## src/rtl/adc_frame_dispatcher.sv

```systemverilog
// Cuts the ADC sample stream into overlapping FRAME_LEN-sample frames, one every HOP
// samples, and deals them round-robin to NUM_CH FFT input buffers with per-channel addresses.
module adc_frame_dispatcher #(
   parameter int NUM_CH    = 3,
   parameter int FRAME_LEN = 1024,
   parameter int HOP       = 512,
   parameter int DATA_W    = 16,
   localparam int ADDR_W   = $clog2(FRAME_LEN)
) (
   input  logic                     clk,
   input  logic                     reset,
   input  logic                     enable,
   input  logic                     adc_input_valid,
   input  logic [DATA_W-1:0]        adc_data,
   input  logic [NUM_CH-1:0]        fft_ready,
   output logic [NUM_CH-1:0]        fft_wr_en,
   output logic [NUM_CH*ADDR_W-1:0] fft_wr_addr,
   output logic [DATA_W-1:0]        fft_wr_data,
   output logic [NUM_CH-1:0]        frame_last,
   output logic                     frame_dropped,
   output logic [15:0]              drop_count
);
   localparam int HOP_W = (HOP > 1) ? $clog2(HOP) : 1;
   localparam int CH_W  = (NUM_CH > 1) ? $clog2(NUM_CH) : 1;
   localparam logic [ADDR_W-1:0] LAST_IDX = ADDR_W'(FRAME_LEN - 1);

   if (NUM_CH < (FRAME_LEN + HOP - 1) / HOP) begin : g_bad_cfg
      $error("adc_frame_dispatcher: NUM_CH=%0d cannot hold FRAME_LEN=%0d frames at HOP=%0d",
             NUM_CH, FRAME_LEN, HOP);
   end

   logic [NUM_CH-1:0] active;
   logic [ADDR_W-1:0] idx [NUM_CH];
   logic [HOP_W-1:0]  hop_cnt;
   logic [CH_W-1:0]   next_ch;

   logic              start_slot;
   logic              start_ok;
   logic              start_drop;
   logic [NUM_CH-1:0] wr_sel;
   logic [NUM_CH-1:0] wr_last;
   logic [ADDR_W-1:0] wr_idx [NUM_CH];

   // Handshake: fft_ready[i] is an admission grant sampled only when a frame start lands
   // on channel i; once a frame is admitted its writes are never back-pressured.
   always_comb begin
      start_slot = adc_input_valid && (hop_cnt == '0);
      start_ok   = start_slot && enable && fft_ready[next_ch] && !active[next_ch];
      start_drop = start_slot && enable && !start_ok;
      for (int i = 0; i < NUM_CH; i++) begin
         wr_sel[i]  = adc_input_valid && (active[i] || (start_ok && (next_ch == CH_W'(i))));
         wr_idx[i]  = active[i] ? idx[i] : '0;
         wr_last[i] = wr_sel[i] && (wr_idx[i] == LAST_IDX);
      end
   end

   always_ff @(posedge clk or posedge reset) begin
      if (reset) begin
         active        <= '0;
         hop_cnt       <= '0;
         next_ch       <= '0;
         drop_count    <= '0;
         fft_wr_en     <= '0;
         fft_wr_addr   <= '0;
         fft_wr_data   <= '0;
         frame_last    <= '0;
         frame_dropped <= 1'b0;
         for (int i = 0; i < NUM_CH; i++) begin
            idx[i] <= '0;
         end
      end else begin
         fft_wr_en     <= wr_sel;
         frame_last    <= wr_last;
         frame_dropped <= start_drop;
         if (adc_input_valid) begin
            fft_wr_data <= adc_data;
            hop_cnt     <= (hop_cnt == HOP_W'(HOP - 1)) ? '0 : hop_cnt + 1'b1;
         end
         // next_ch advances on every scheduled start, whether accepted, refused or suppressed
         if (start_slot) begin
            next_ch <= (next_ch == CH_W'(NUM_CH - 1)) ? '0 : next_ch + 1'b1;
         end
         if (start_drop && (drop_count != 16'hFFFF)) begin
            drop_count <= drop_count + 16'd1;
         end
         for (int i = 0; i < NUM_CH; i++) begin
            if (wr_sel[i]) begin
               fft_wr_addr[i*ADDR_W +: ADDR_W] <= wr_idx[i];
               idx[i]                          <= wr_idx[i] + 1'b1;
               active[i]                       <= !wr_last[i];
            end
         end
      end
   end
endmodule
```

## config.mk

```make
export PLATFORM = sky130hd
export DESIGN_NAME = adc_frame_dispatcher
export DESIGN_NICKNAME = d
export VERILOG_FILES = /design/src/rtl/adc_frame_dispatcher.sv
export SDC_FILE = /design/constraint.sdc
export NUM_CORES = 1
export LEC_CHECK = 0
export ABC_AREA = 1
export CORE_AREA = 2 2 105 107
export CTS_CLUSTER_DIAMETER = 30
export CTS_CLUSTER_SIZE = 16
export DETAILED_ROUTE_END_ITERATION = 10
export DIE_AREA = 0 0 107 109
export HOLD_SLACK_MARGIN = 0.03
export PLACE_DENSITY = 0.9
export SLEW_MARGIN = 5
export SYNTH_ARGS = -nofsm -noshare
export SYNTH_HDL_FRONTEND = slang
export SYNTH_SLANG_ARGS = --single-unit
```

## constraint.sdc

```tcl
create_clock -name clk -period 4.5 [get_ports clk]
set_input_delay 0.45 -clock clk [delete_from_list [all_inputs] [get_ports clk]]
set_output_delay 0.45 -clock clk [all_outputs]
set_load 0.05 [all_outputs]
```

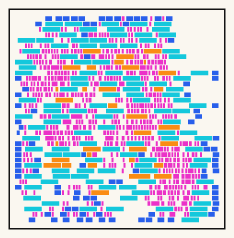
**Above:** run 1 (placement by cell class).
Scale: 2 px per um.
[orange] clock drivers and dummy loads | cells: 32 | share of their area: 8.9%
[blue] other buffers and delay cells | cells: 94 | share of their area: 13%
[magenta] combinational and other logic | cells: 591 | share of their area: 37%
[cyan] flops | cells: 113 | share of their area: 41%
fin util: 67.5%
core area: 10,600 um^2

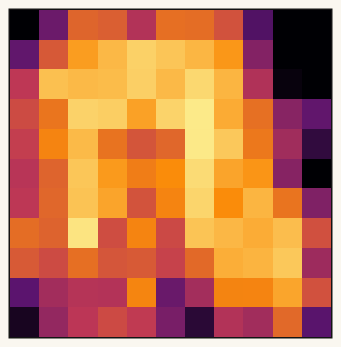
**Above:** run 1 (local utilization).
Scale: 3 px per um. 11 x 11 tiles, from black (low) to pale yellow (high), 0 to 100% covered.
emptiest ninth of the die: upper right
nearly empty tiles: 5.8%
mean over tiles: 60%
fullest tile: 96%
tiles over 75% full: 33%

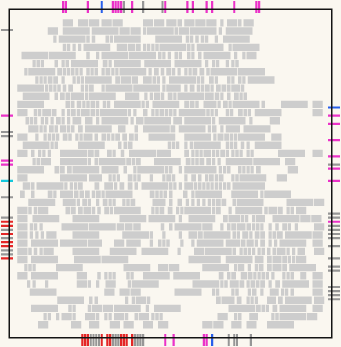
**Above:** run 1 (I/O pins on the die edge).
Scale: 3 px per um. Pins as bars across the die edge, other pins in gray.
[magenta] fft_wr_addr | pins: 30 | direction: output | edge: 16 top, 7 right, 4 bottom, 3 left
[cyan] enable | pins: 1 | direction: input | edge: left
[blue] fft_wr_en | pins: 3 | direction: output | edge: 1 top, 1 right, 1 bottom
[red] adc_data | pins: 16 | direction: input | edge: 10 bottom, 6 left
Die H: 109 um
Port Buffers: 91
Die W: 107 um

==> results.yml, run 1 <==
# yosys + openroad results
detailed_routing:
  drt-wirelength-per-cell_um: 12.5
  avgViaCountPerCell: 5.08
  routed-wl-met2_um: 5760
  wl_met1_um: 5430
grt:
  grt_use_total_pct: 22.1
  overflow: 0
  grt_max_degree: 93
  grt_first_pass_wirelength_um: 20600
  met2_usage_pct: 35.9
  first_global_vias: 4585
  gr-max-usage-layer: "met2"
  met1_usage_pct: 29.1
  grt.met3_usage_pct: 5.56
power_and_ir_drop:
  p_leak_nw: 3.75
  ir_worst_vdd_uv: 316
  maxPowerGroup: "clock"
  clock_power_mw: 1.39
  p_seq_share_pct: 37.8
  switching_share_pct: 30.5
  p_int_mw: 2.31
synth:
  synth-area-yosys_um2: 5560
  mux_share_pct: 0
  ys_warn_count: 0
  syn_area_um2: 5560
  ys_async_sr_fraction_pct: 100
  ys_sh_aoi_pct: 2.27
  top_area_share_pct: 50.8
  synth_seq_share_pct: 50.8
  topCellsByArea: "dfrtp_1 (51%), nand2_1 (22%), nand3_1 (7.6%)"
  synthXorXnorAreaFrac_pct: 3.15
  yosys_register_bits: 113
  ys_types: 27
  yosys-stat-cells: 732
  yosysMostFrequentCell: "nand2_1"
  top_logic_kind: "simple AND/OR/NAND/NOR gates"
  synth-edff-count: 0
  adder_share_pct: 1.57
  avgSynthCellArea_um2: 7.60
timing:
  worst_slack_ns: 1.85
  final-max-slew-violation-count: 0
  setup_viol: 0
  finalHoldViolations: 0
  holdWs_ns: 0.337
  period_used_pct: 58.9
  finalSetupTns_ns: 0
final_layout:
  nets: 847
  seqCellArea_um2: 2830
  nNonClkInverters: 65
  comb-cell-share_pct: 32.9
  buffer_area_share_pct: 13.0
  comb_cells: 526
  seq_share_pct: 39.5
  logic_area_um2: 2350
  layout-drive-gt1-share_pct: 4.70
  seq_cells: 113
  syn2layout_area_growth_pct: 28.7
cts:
  cts_resized: 0
  ctsHtreeMaxLevel: 4
  clock-sinks: 113
  cts_tree: "yes"
  clk_latency_ns: 0.52
  cts.reportedPaths.clkPinSlew_ns: 0.05
die:
  row_count: 38
  fp_util_pct: 52.5
worst_setup_path:
  cp-startpoint: "next_ch[0]$_DFFE_PP0N_"
  worst_r2r_endpoint: "idx[18]$_DFFE_PP0P_"
  path_cells: "nor2_1 > nand2_1 > nand2_1 > nor2_1 > nor2_1 > nand3_1 > nand2_1 > nand2_1 > nand2_1 > nand2_1"
  r2r-start: "next_ch[0]$_DFFE_PP0N_"
  cp_top_family: "simple AND/OR/NAND/NOR gates"
  startpoint_type: "flip-flop"
  crit_top_cell: "nand2_1"
  cp_max_fo: 21
  path_depth: 10
  crit_path_max_incr_delay_ns: 0.53
flow_run:
  cap_violations: 0
worst_hold_path:
  holdPathEnd: "fft_wr_data[4]$_DFFE_PP0P_"
  min_path_type: "input port to flip-flop"
placed_design:
  dp.cells: 938
  gp_congestion: 0.929
run_status:
  status: "finished, final reports clean"
==> run 1 -> run 2 <==
--- a/config.mk
+++ b/config.mk
@@ -6,13 +6,13 @@
 export NUM_CORES = 1
 export LEC_CHECK = 0
 export ABC_AREA = 1
-export CORE_AREA = 2 2 105 107
+export CORE_AREA = 2 2 111 113
 export CTS_CLUSTER_DIAMETER = 30
 export CTS_CLUSTER_SIZE = 16
 export DETAILED_ROUTE_END_ITERATION = 10
-export DIE_AREA = 0 0 107 109
+export DIE_AREA = 0 0 113 115
 export HOLD_SLACK_MARGIN = 0.03
-export PLACE_DENSITY = 0.9
+export PLACE_DENSITY = 0.86
 export SLEW_MARGIN = 5
 export SYNTH_ARGS = -nofsm -noshare
 export SYNTH_HDL_FRONTEND = slang
==> constraint.sdc (replaced) <==
create_clock -name clk -period 2.3 [get_ports clk]
set_input_delay 0.23 -clock clk [delete_from_list [all_inputs] [get_ports clk]]
set_output_delay 0.23 -clock clk [all_outputs]
set_load 0.05 [all_outputs]
==> run 2 against run 1 <==
Compared with the run above:
- largest power group unchanged
- routed wire length is 1.8% higher
- sequential share of layout area shrank 0.79 points
- area after synthesis unchanged
- global-route usage is 1.6 points lower
- total power grew 98%
- non-clock buffer count increased by 13
- largest cell class unchanged
- the run now ends with DRC left
==> results.yml, run 2 <==
# yosys + openroad results
grt:
  met2_usage_pct: 34.9
  met1_usage_pct: 25.5
  first_global_vias: 4763
  grt_use_total_pct: 20.5
power_and_ir_drop:
  ir_worst_vdd_uv: 555
  p_leak_nw: 3.83
  p_int_mw: 4.62
  p_seq_share_pct: 37.2
  switching_share_pct: 29.8
  maxPowerGroup: "clock"
worst_setup_path:
  worst_r2r_endpoint: "drop_count[7]$_DFFE_PP0P_"
  cp-startpoint: "hop_cnt[0]$_DFFE_PP0P_"
  cp_max_fo: 16
  crit_top_cell: "nand2_1"
  r2r-start: "hop_cnt[0]$_DFFE_PP0P_"
  startpoint_type: "flip-flop"
  slowest_stage: "nor3_4"
  path_depth: 8
  crit_path_max_incr_delay_ns: 0.44
synth:
  ys_sh_aoi_pct: 2.27
  top_logic_kind: "simple AND/OR/NAND/NOR gates"
  adder_share_pct: 1.57
  synthXorXnorAreaFrac_pct: 3.15
  top_area_share_pct: 50.8
  yosys-stat-cells: 732
  avgSynthCellArea_um2: 7.60
  ys_warn_count: 0
  yosysMostFrequentCell: "nand2_1"
  synth_seq_share_pct: 50.8
  synth-area-yosys_um2: 5560
  synth-edff-count: 0
  topCellsByArea: "dfrtp_1 (51%), nand2_1 (22%), nand3_1 (7.6%)"
  yosys_register_bits: 113
  mux_share_pct: 0
  ys_types: 27
flow_run:
  cap_violations: 0
placed_design:
  dp.cells: 958
  port_buffers: 91
  gp_congestion: 0.859
die:
  row_count: 40
  core_region_area_um2: 11800
  die_y_um: 115
  die_x_um: 113
  fp_util_pct: 47.1
detailed_routing:
  wl_met1_um: 5330
  drc: 3
  avgViaCountPerCell: 4.94
  vias: 4895
  routed-wl-met2_um: 6230
final_layout:
  nets: 860
  buffer_area_share_pct: 14.4
  seqCellArea_um2: 2830
  comb_cells: 526
  layout-drive-gt1-share_pct: 6.29
  seq_share_pct: 38.7
  logic_area_um2: 2350
  comb-cell-share_pct: 32.2
  nNonClkInverters: 65
  utilization_pct: 61.8
  seq_cells: 113
run_status:
  violations: "DRC"
  status: "complete, but fails checks"
cts:
  cts_resized: 0
  clock-sinks: 113
  cts_tree: "yes"
  cts.reportedPaths.clkPinSlew_ns: 0.05
  clk_latency_ns: 0.41
worst_hold_path:
  min_path_type: "input port to asynchronous set/reset pin"
timing:
  setup_viol: 0
  period_used_pct: 87.9
  finalHoldViolations: 0
  holdWs_ns: 0.243
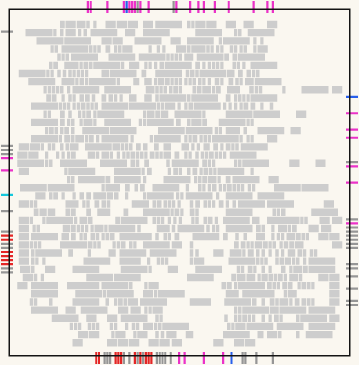
**Above:** run 2 (I/O pins on the die edge).
Scale: 3 px per um. Pins as bars across the die edge, other pins in gray.
[blue] fft_wr_en | pins: 3 | direction: output | edge: 1 top, 1 right, 1 bottom
[magenta] fft_wr_addr | pins: 30 | direction: output | edge: 18 top, 6 right, 4 bottom, 2 left
[cyan] enable | pins: 1 | direction: input | edge: left
[red] adc_data | pins: 16 | direction: input | edge: 10 bottom, 6 left

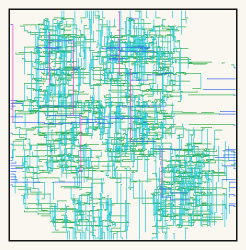
**Above:** run 2 (metal layers overlaid).
Scale: 2 px per um.
[cyan] metal 2 | wire length: 6,230 um
[green] metal 1 | wire length: 5,330 um
[blue] metal 3 | wire length: 541 um
[magenta] metal 4 | wire length: 232 um

Power figures rest on the tool's default switching activity, not on a simulated workload.
